<file path="config.mk">
export PLATFORM = sky130hd
export DESIGN_NAME = store_merge_unit_flat
export DESIGN_NICKNAME = d
export VERILOG_FILES = /design/src/rtl/store_merge_unit_if.sv /design/src/rtl/store_merge_unit.sv /design/src/flat_wrapper.sv
export SDC_FILE = /design/constraint.sdc
export NUM_CORES = 1
export LEC_CHECK = 0
export ABC_AREA = 0
export CORE_MARGIN = 5
export CORE_UTILIZATION = 49
export CTS_CLUSTER_SIZE = 14
export DETAILED_ROUTE_END_ITERATION = 10
export PLACE_DENSITY = 0.84
export SYNTH_ARGS = -nofsm -noshare
export SYNTH_HDL_FRONTEND = slang
export SYNTH_SLANG_ARGS = --single-unit
</file>
<file path="constraint.sdc">
create_clock -name CLK -period 6.9 [get_ports CLK]
set_input_delay 1.035 -clock CLK [delete_from_list [all_inputs] [get_ports CLK]]
set_output_delay 1.035 -clock CLK [all_outputs]
set_load 0.02 [all_outputs]
</file>
<file path="src/rtl/store_merge_unit_if.sv">
// -----------------------------------------------------------------------------
// store_merge_unit_if
//
// Word-addressed data-memory port used by store_merge_unit. One transfer is a
// req/ack handshake: the requester holds mem_req together with a stable
// mem_we/mem_addr/mem_wdata until it samples mem_ack high on a rising clock
// edge. On a read, mem_rdata is valid in the same cycle as mem_ack.
//
// Signals:
//   mem_req    requester -> memory  transfer request, held until mem_ack
//   mem_we     requester -> memory  1 write, 0 read (valid while mem_req)
//   mem_addr   requester -> memory  32-bit word address (bits [1:0] are zero)
//   mem_wdata  requester -> memory  32-bit write data
//   mem_rdata  memory -> requester  32-bit read data, valid with mem_ack
//   mem_ack    memory -> requester  transfer completion
//
// Modports:
//   master  the store unit (drives the request)
//   slave   the memory (answers the request)
// -----------------------------------------------------------------------------
interface store_merge_unit_if;
  logic        mem_req;
  logic        mem_we;
  logic [31:0] mem_addr;
  logic [31:0] mem_wdata;
  logic [31:0] mem_rdata;
  logic        mem_ack;

  modport master (
    output mem_req,
    output mem_we,
    output mem_addr,
    output mem_wdata,
    input  mem_rdata,
    input  mem_ack
  );

  modport slave (
    input  mem_req,
    input  mem_we,
    input  mem_addr,
    input  mem_wdata,
    output mem_rdata,
    output mem_ack
  );
endinterface

</file>
<file path="src/rtl/store_merge_unit.sv">
// -----------------------------------------------------------------------------
// store_merge_unit
//
// Store path from the execute stage to word-addressed data memory. A store of
// size byte, half word or word is accepted from the core; the register value
// is truncated to that size and written into the addressed word. Byte and
// half-word stores read the word first and merge the new lane into it
// (little-endian), so the untouched lanes are preserved. Word stores are a
// single write. Double-word size is rejected with an err pulse and no memory
// access.
//
// Optional feature (macro STORE_ALIGN_CHECK_EN):
//   defined     half with addr[0]=1, or word with addr[1:0]!=0, is rejected
//               with err and no memory access.
//   undefined   no alignment check; half uses addr[1] only, word ignores
//               addr[1:0]; err is raised for dataSize 2'b11 only.
//
// Ports:
//   CLK       in   clock, rising edge
//   CLR       in   asynchronous active-low reset
//   start     in   store request, sampled only in IDLE
//   addr      in   32-bit byte address of the store
//   D         in   32-bit register data
//   dataSize  in   00 byte, 01 half, 10 word, 11 double (unsupported)
//   busy      out  high from the cycle after an accepted start until IDLE
//   done      out  one-cycle pulse, store committed to memory
//   err       out  one-cycle pulse, store rejected
//   mem       memory port (store_merge_unit_if.master)
//
// Timing (zero-wait memory): word done 2 cycles after the start edge,
// byte/half 3 cycles; each memory wait cycle adds one. mem_req rises one
// cycle after the RD/WR state is entered; the RD->WR step keeps mem_req high
// and switches to a write on the same word. All outputs are registered.
// -----------------------------------------------------------------------------
module store_merge_unit (
  input  logic                      CLK,
  input  logic                      CLR,
  input  logic                      start,
  input  logic [31:0]               addr,
  input  logic [31:0]               D,
  input  logic [1:0]                dataSize,
  output logic                      busy,
  output logic                      done,
  output logic                      err,
  store_merge_unit_if.master        mem
);

  typedef enum logic [2:0] {
    IDLE,
    RD,
    WR,
    DONE,
    ERR
  } state_e;

  typedef enum logic [1:0] {
    SZ_BYTE = 2'b00,
    SZ_HALF = 2'b01,
    SZ_WORD = 2'b10,
    SZ_DBL  = 2'b11
  } size_e;

  // ---------------------------------------------------------------------------
  // State and registered outputs
  // ---------------------------------------------------------------------------
  state_e      state_q,  state_d;
  logic        busy_q,   busy_d;
  logic        done_q,   done_d;
  logic        err_q,    err_d;
  logic        req_q,    req_d;
  logic        we_q,     we_d;
  logic [31:0] maddr_q,  maddr_d;
  logic [31:0] wdata_q,  wdata_d;

  // Store operands captured at acceptance; later changes on the core inputs
  // have no effect on the transaction in flight.
  logic [31:0] data_q,   data_d;
  size_e       size_q,   size_d;
  logic [1:0]  lane_q,   lane_d;

  size_e       size_in;
  logic        misaligned;
  logic        ack_hs;

  assign size_in = size_e'(dataSize);

`ifdef STORE_ALIGN_CHECK_EN
  assign misaligned = ((size_in == SZ_HALF) && addr[0]) ||
                      ((size_in == SZ_WORD) && (addr[1:0] != 2'b00));
`else
  assign misaligned = 1'b0;
`endif

  // A completion only counts while our own request is visible to memory;
  // an ack with mem_req low is ignored.
  assign ack_hs = req_q & mem.mem_ack;

  // Little-endian lane merge: the new byte/half replaces its lane of the word
  // read from memory; all other bits come from the read data.
  function automatic logic [31:0] merge_lane(input logic [31:0] rdata,
                                             input logic [31:0] data,
                                             input size_e       size,
                                             input logic [1:0]  lane);
    logic [31:0] merged;
    merged = rdata;
    if (size == SZ_BYTE) begin
      merged[{lane, 3'b000} +: 8] = data[7:0];
    end else begin
      merged[{lane[1], 4'b0000} +: 16] = data[15:0];
    end
    return merged;
  endfunction

  // ---------------------------------------------------------------------------
  // Next-state and next-output logic
  // ---------------------------------------------------------------------------
  always_comb begin
    // NOTE: every signal written below gets a default first, so no path
    // through the case statement can leave one unassigned and infer a latch.
    state_d = state_q;
    busy_d  = busy_q;
    done_d  = 1'b0;
    err_d   = 1'b0;
    req_d   = req_q;
    we_d    = we_q;
    maddr_d = maddr_q;
    wdata_d = wdata_q;
    data_d  = data_q;
    size_d  = size_q;
    lane_d  = lane_q;

    unique case (state_q)
      IDLE: begin
        if (start) begin
          busy_d = 1'b1;
          if ((size_in == SZ_DBL) || misaligned) begin
            // Rejected: pulse err now, never touch the memory port.
            state_d = ERR;
            err_d   = 1'b1;
          end else begin
            maddr_d = {addr[31:2], 2'b00};
            data_d  = D;
            size_d  = size_in;
            lane_d  = addr[1:0];
            if (size_in == SZ_WORD) begin
              state_d = WR;
              we_d    = 1'b1;
              wdata_d = D;
            end else begin
              state_d = RD;
              we_d    = 1'b0;
            end
          end
        end
      end

      RD: begin
        req_d = 1'b1;
        if (ack_hs) begin
          // Read completes; the write of the merged word follows back-to-back
          // with mem_req kept high.
          wdata_d = merge_lane(mem.mem_rdata, data_q, size_q, lane_q);
          we_d    = 1'b1;
          state_d = WR;
        end
      end

      WR: begin
        req_d = 1'b1;
        if (ack_hs) begin
          req_d   = 1'b0;
          done_d  = 1'b1;
          state_d = DONE;
        end
      end

      DONE, ERR: begin
        busy_d  = 1'b0;
        state_d = IDLE;
      end

      default: begin
        busy_d  = 1'b0;
        req_d   = 1'b0;
        state_d = IDLE;
      end
    endcase
  end

  // ---------------------------------------------------------------------------
  // Registers
  // ---------------------------------------------------------------------------
  // NOTE: sequential state is updated only with non-blocking assignments so
  // every flop samples the pre-edge value of every other flop.
  always_ff @(posedge CLK or negedge CLR) begin
    if (!CLR) begin
      state_q <= IDLE;
      busy_q  <= 1'b0;
      done_q  <= 1'b0;
      err_q   <= 1'b0;
      req_q   <= 1'b0;
      we_q    <= 1'b0;
      maddr_q <= '0;
      wdata_q <= '0;
      data_q  <= '0;
      size_q  <= SZ_BYTE;
      lane_q  <= 2'b00;
    end else begin
      state_q <= state_d;
      busy_q  <= busy_d;
      done_q  <= done_d;
      err_q   <= err_d;
      req_q   <= req_d;
      we_q    <= we_d;
      maddr_q <= maddr_d;
      wdata_q <= wdata_d;
      data_q  <= data_d;
      size_q  <= size_d;
      lane_q  <= lane_d;
    end
  end

  // ---------------------------------------------------------------------------
  // Outputs
  // ---------------------------------------------------------------------------
  assign busy          = busy_q;
  assign done          = done_q;
  assign err           = err_q;
  assign mem.mem_req   = req_q;
  assign mem.mem_we    = we_q;
  assign mem.mem_addr  = maddr_q;
  assign mem.mem_wdata = wdata_q;

endmodule

</file>
<file path="src/flat_wrapper.sv">
// flat-port wrapper written by rule: the top's interface ports become plain ports
module store_merge_unit_flat 
  (CLK, CLR, start, addr, D, dataSize, busy, done, err, mem_mem_req, mem_mem_we, mem_mem_addr, mem_mem_wdata, mem_mem_rdata, mem_mem_ack);
  store_merge_unit_if mem_i ();
  input  logic CLK;
  input  logic CLR;
  input  logic start;
  input  logic [31:0] addr;
  input  logic [31:0] D;
  input  logic [1:0] dataSize;
  output logic busy;
  output logic done;
  output logic err;
  output wire logic [$bits(mem_i.mem_req)-1:0] mem_mem_req;
  output wire logic [$bits(mem_i.mem_we)-1:0] mem_mem_we;
  output wire logic [$bits(mem_i.mem_addr)-1:0] mem_mem_addr;
  output wire logic [$bits(mem_i.mem_wdata)-1:0] mem_mem_wdata;
  input wire logic [$bits(mem_i.mem_rdata)-1:0] mem_mem_rdata;
  input wire logic [$bits(mem_i.mem_ack)-1:0] mem_mem_ack;
  assign mem_mem_req = mem_i.mem_req;
  assign mem_mem_we = mem_i.mem_we;
  assign mem_mem_addr = mem_i.mem_addr;
  assign mem_mem_wdata = mem_i.mem_wdata;
  assign mem_i.mem_rdata = mem_mem_rdata;
  assign mem_i.mem_ack = mem_mem_ack;
  store_merge_unit u_core (.CLK(CLK), .CLR(CLR), .start(start), .addr(addr), .D(D), .dataSize(dataSize), .busy(busy), .done(done), .err(err), .mem(mem_i));
endmodule
</file>
placement_by_type.png
Drawn at 2 px/um.
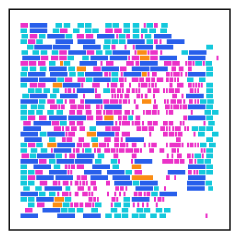
orange -> clock drivers and dummy loads  # cells 15
magenta -> combinational and other logic  # cells 362
cyan -> other buffers and delay cells  # cells 171
blue -> flops  # cells 90
fraction of area in registers: 33.58%
Rows: 36
Core Box Area: 9729 um2

flops_by_reg.png
Drawn at 2 px/um. Other sequential cells in the stronger grey, the rest of the logic in the fainter grey.
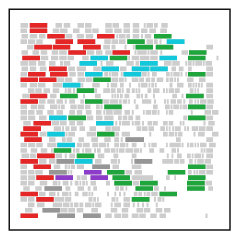
cyan -> u_core.data_q  # flops 16
purple -> u_core.state_q  # flops 3
red -> u_core.mem.mem_addr  # flops 30
green -> u_core.mem.mem_wdata  # flops 32
Flop area: 2253 um2
Seq group: 1.07 mW
fin util: 68.98%

placement.png
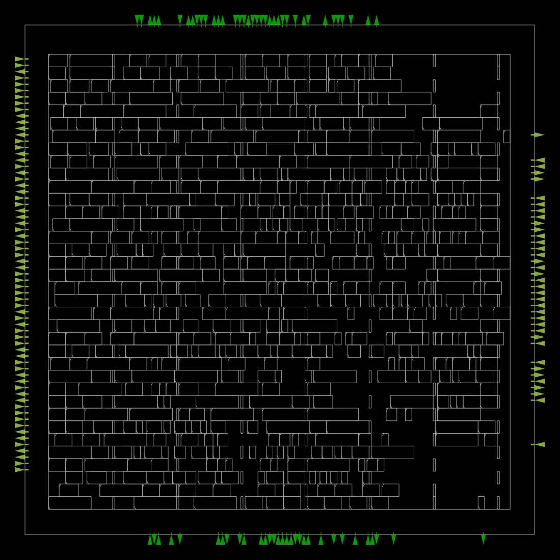
flop count: 90
Well Taps: 133
fill cell count: 771
non-filler cells, final: 771

-- worst max-delay path: cells and delay by family (launching register included) --
family	cells	cell delay, ns
AOI/OAI and AO/OA	3	0.74
adders and majority gates	1	0.37
buffers and inverters	1	0.22
DFF	1	1.05
and+or+nand+nor	1	1.14
-- flip-flops by register name, indices dropped and copies added (netlist names) --
| name | flops |
|---|---|
| u_core.busy | 1 |
| u_core.lane_q | 2 |
| u_core.mem.mem_wdata | 32 |
| u_core.state_q | 3 |
| u_core.mem.mem_req | 1 |
| u_core.mem.mem_we | 1 |
| u_core.size_q | 2 |
| u_core.data_q | 16 |
| u_core.err | 1 |
| u_core.mem.mem_addr | 30 |
| u_core.done | 1 |
-- Yosys cell counts (2+ instances only) --
cell	number	area, um2
ha_1	5	62.56
clkbuf_2	2	10.01
inv_1	29	108.9
o211ai_1	40	300.3
buf_1	3	11.26
buf_2	20	100.1
buf_4	3	22.52
or2_2	2	12.51
a31oi_1	33	206.5
a211o_1	8	70.07
dfrtp_1	90	2252
nand2b_1	2	12.51
nor2b_1	2	12.51
clkbuf_1	18	67.56
nand3_1	9	45.04
nand2_1	77	289.0
mux2i_1	16	160.2
a221oi_1	8	70.07
mux2_2	48	540.5
o21ai_0	3	15.01
o32ai_1	14	122.6
o22ai_1	8	50.05
nor4bb_1	2	20.02
o32ai_2	2	32.53
nor2_1	39	146.4
-- power groups by stage --
stage	Combinational [mW]	Clock, mW	Sequential, mW
5_1_grt	1.91	0.404	1.12
3_3_place_gp	1.70	0	1.05
4_1_cts	1.76	0.378	1.07
3_5_place_dp	1.75	0	1.08
2_1_floorplan	0.980	0	1.19
6_report	1.75	0.372	1.07
-- kinds of logic after synthesis --
logic type      after synthesis
simple gates                138
mux                          64
buf+inv                      77
fa+ha+maj                     5
compound gates              124
other cells                   1
flops                        90
-- metrics by stage --
step	setup WS [ns]	cells	instance area (um2)	util, %
detailed placement	3.392	756	6509	66.90
CTS	3.372	771	6711	68.98
global route	3.092	771	6711	68.98
global placement	3.642	756	6509	66.90
floorplan	4.419	500	4871	-
finish	3.286	771	6711	68.98
-- worst min path at each step --
| stage | depth (start not counted) | slack [ns] | from | to |
|---|---|---|---|---|
| after floorplan | 2 | 0.44 | u_core.size_q[0] | u_core.size_q[0] |
| after global placement | 2 | 0.46 | u_core.size_q[0] | u_core.size_q[0] |
| after detailed placement | 2 | 0.46 | u_core.size_q[0] | u_core.size_q[0] |
| after CTS | 2 | 0.48 | u_core.size_q[0] | u_core.size_q[0] |
| after global routing | 2 | 0.51 | u_core.size_q[0] | u_core.size_q[0] |
| final | 2 | 0.49 | u_core.size_q[0] | u_core.size_q[0] |
-- metal layers --
layer	vias up	GRT usage [%]
met5	-	0
met4	0	8.816
met3	21	7.810
met2	173	40.32
met1	2085	29.26
li1	2054	-
-- layout make-up --
class,instances,area (um2)
Clock buffer,11,151.4
Clock inverter,4,51.30
Fill cell,771,3018
Inverter,29,108.9
Multi-Input combinational cell,333,2278
Sequential cell,90,2253
Tap cell,133,166.4
Timing Repair Buffer,171,1702
==> out/results.tsv <==
metric	value	unit
synth-area-yosys	4867	um2
critical_path.max_stage_delay	1.14	ns
grt_pass1_vias	4558	
fp_util	50.03	%
syn-cell-area	4867	um2
numCtsBuffers	9	
cts_tree	done	
vias	4333	
root_buffer	clkbuf_8	
r2r-start	u_core.lane_q[1]	
drt_iter0_markers	298	
timing.hold.ws	0.4856	ns
worst_pin_slew	1.379	ns
grt_first_pass_wirelength	22430	um
drc	0	
synth-simple-area-share	11.72	%
hold_viol	0	
r2r_end	u_core.mem.mem_wdata[0]	
synth_warnings	0	
status	completed	
die_height	109.7	um
cts_max_level	3	
lay_top_cells	clkdlybuf4s50_1 (167), dfrtp_1 (89), nand2_1 (77), mux2_2 (48), o211ai_1 (40)	
adder_share	1.285	%
slew_headroom	6.831	%
critical_path_class	flop to flop	
cellInternalPower	1.798	mW
postRouteAntennaNets	0	
grt_antenna_before_repair	0	
leakage	2.770	nW
clock_sinks	90	
warnings	30	
syn_area_per_cell	9.754	um2
ys_types	41	
critPathRequiredTime	7.17	ns
edf_count	0	
p_sw_share	43.62	%
cp-endpoint	u_core.mem.mem_wdata[0]	
clkLatencyLatePin	0.36	ns
grt_max_degree	66	
finalPower	3.190	mW
synth_flops	90	
dr.max_layer_used	met4	
track_usage	24.16	%
async_flop_share	100.0	%
ys_sh_aoi	19.13	%
r2r_slack	3.29	ns
fin_crit_sh	52.37	%
crit_slowest_cell	nor4bb_1	
synth-xor-area-share	0	%
ys_seq_share	46.27	%
cts_hold_buf	0	
power_switching	1.391	mW
path_clk_slew	0.08	ns
die_w	109.7	um
die-area	12030	um2
ys_cells	499	
wirelength	14020	um
ys_top_logic_family	AND-OR/OR-AND gates	
gp_congestion	0.8732	
dr_wl_met2	6976	um
diodes	0	
Power figures rest on the tool's default switching activity, not on a simulated workload.
